==> config.mk <==
export PLATFORM = sky130hd
export DESIGN_NAME = mem_arbiter
export DESIGN_NICKNAME = d
export VERILOG_FILES = /design/src/rtl/mem_arbiter.sv
export SDC_FILE = /design/constraint.sdc
export NUM_CORES = 1
export LEC_CHECK = 0
export CAP_MARGIN = 20
export CORE_MARGIN = 2
export CORE_UTILIZATION = 44
export CTS_CLUSTER_SIZE = 24
export DETAILED_ROUTE_END_ITERATION = 10
export PLACE_DENSITY_LB_ADDON = 0.2
export SYNTH_ARGS = -nofsm -noshare
export SYNTH_HDL_FRONTEND = slang
export SYNTH_SLANG_ARGS = --single-unit
export TNS_END_PERCENT = 10
==> constraint.sdc <==
create_clock -name clk -period 2.6 [get_ports clk]
set_input_delay 0.26 -clock clk [delete_from_list [all_inputs] [get_ports clk]]
set_output_delay 0.26 -clock clk [all_outputs]
set_load 0.005 [all_outputs]
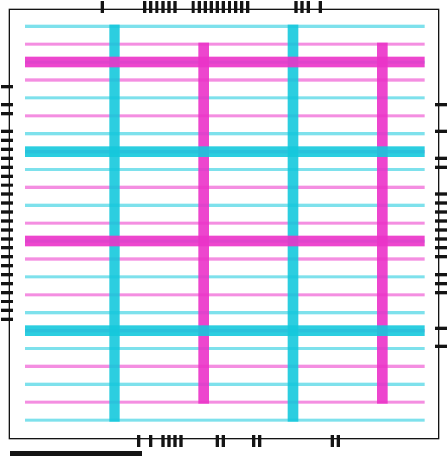
Figure 1: supply network.
Bar = 20 um. Pins as bars on the die edge.
[magenta] VDD
[cyan] VSS
met4 straps: 4
rows: 22
signal pins: 75
Chip Height: 65.0 um
die width: 65.0 um

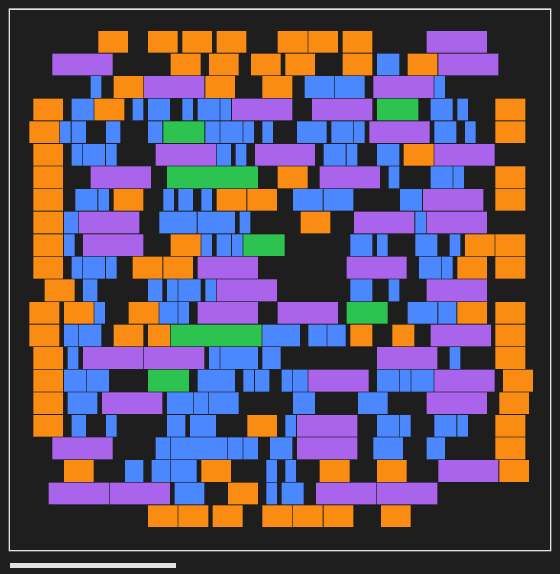
Figure 2: placed cells, one color a class.
Bar = 20 um.
[green] clock drivers and dummy loads | cells: 7
[blue] combinational and other logic | cells: 125
[purple] flops | cells: 40
[orange] other buffers and delay cells | cells: 77
Seq area share: 0.317
design area: 0.00252 sq mm

==> flow_summary.toml <==
# flow metrics
[sta]
timing.hold.ws_ns = 0.498
max_freq_ghz = 0.618
rsz0062_at_grt = "false"
maxSlewHeadroom = 0.595
min_period_ns = 1.62

[power_and_ir_drop]
top_power_group = "combinational logic"
clk-power_mw = 0.578
combinationalPowerShare = 0.400
peakVddDrop_v = 0.000536
p_leak_nw = 0.933
powerDensity_mw_per_mm2 = 991

[place]
place_inst = 290
place_congestion = 0.713
pre_cts_slack_ns = 0.658
hpwl_um = 2730

[route]
dr_wl_met3_um = 317
avgRoutedWirePerCell_um = 12.5
top_layer = "met4"

[outcome]
status = "finished, final reports clean"

[floorplan]
ios = 75
coreArea_sq_mm = 0.00363
fp_util = 0.451

[yosys]
synth.top_cells.by_area = "dfxtp_1, a211oi_1, nor2_1"
yosys.area_share.aoi = 0.230
ys_area_sq_mm = 0.00164
synth.ff_latch_count = 40

[cts]
cts_resized = 0
postCtsSetupRepairBufs = 0

[cells_and_area]
mostFrequentLayoutCells = "clkdlybuf4s50_1, dfxtp_1, nor2_1"
nMultiInputCombCells = 123
seq_cells = 40
stdcell_count = 297
inverters_excl_clock = 2

[critical_path]
start_kind = "input port"

[global_routing]
grt_use_total = 0.197
overflow = 0
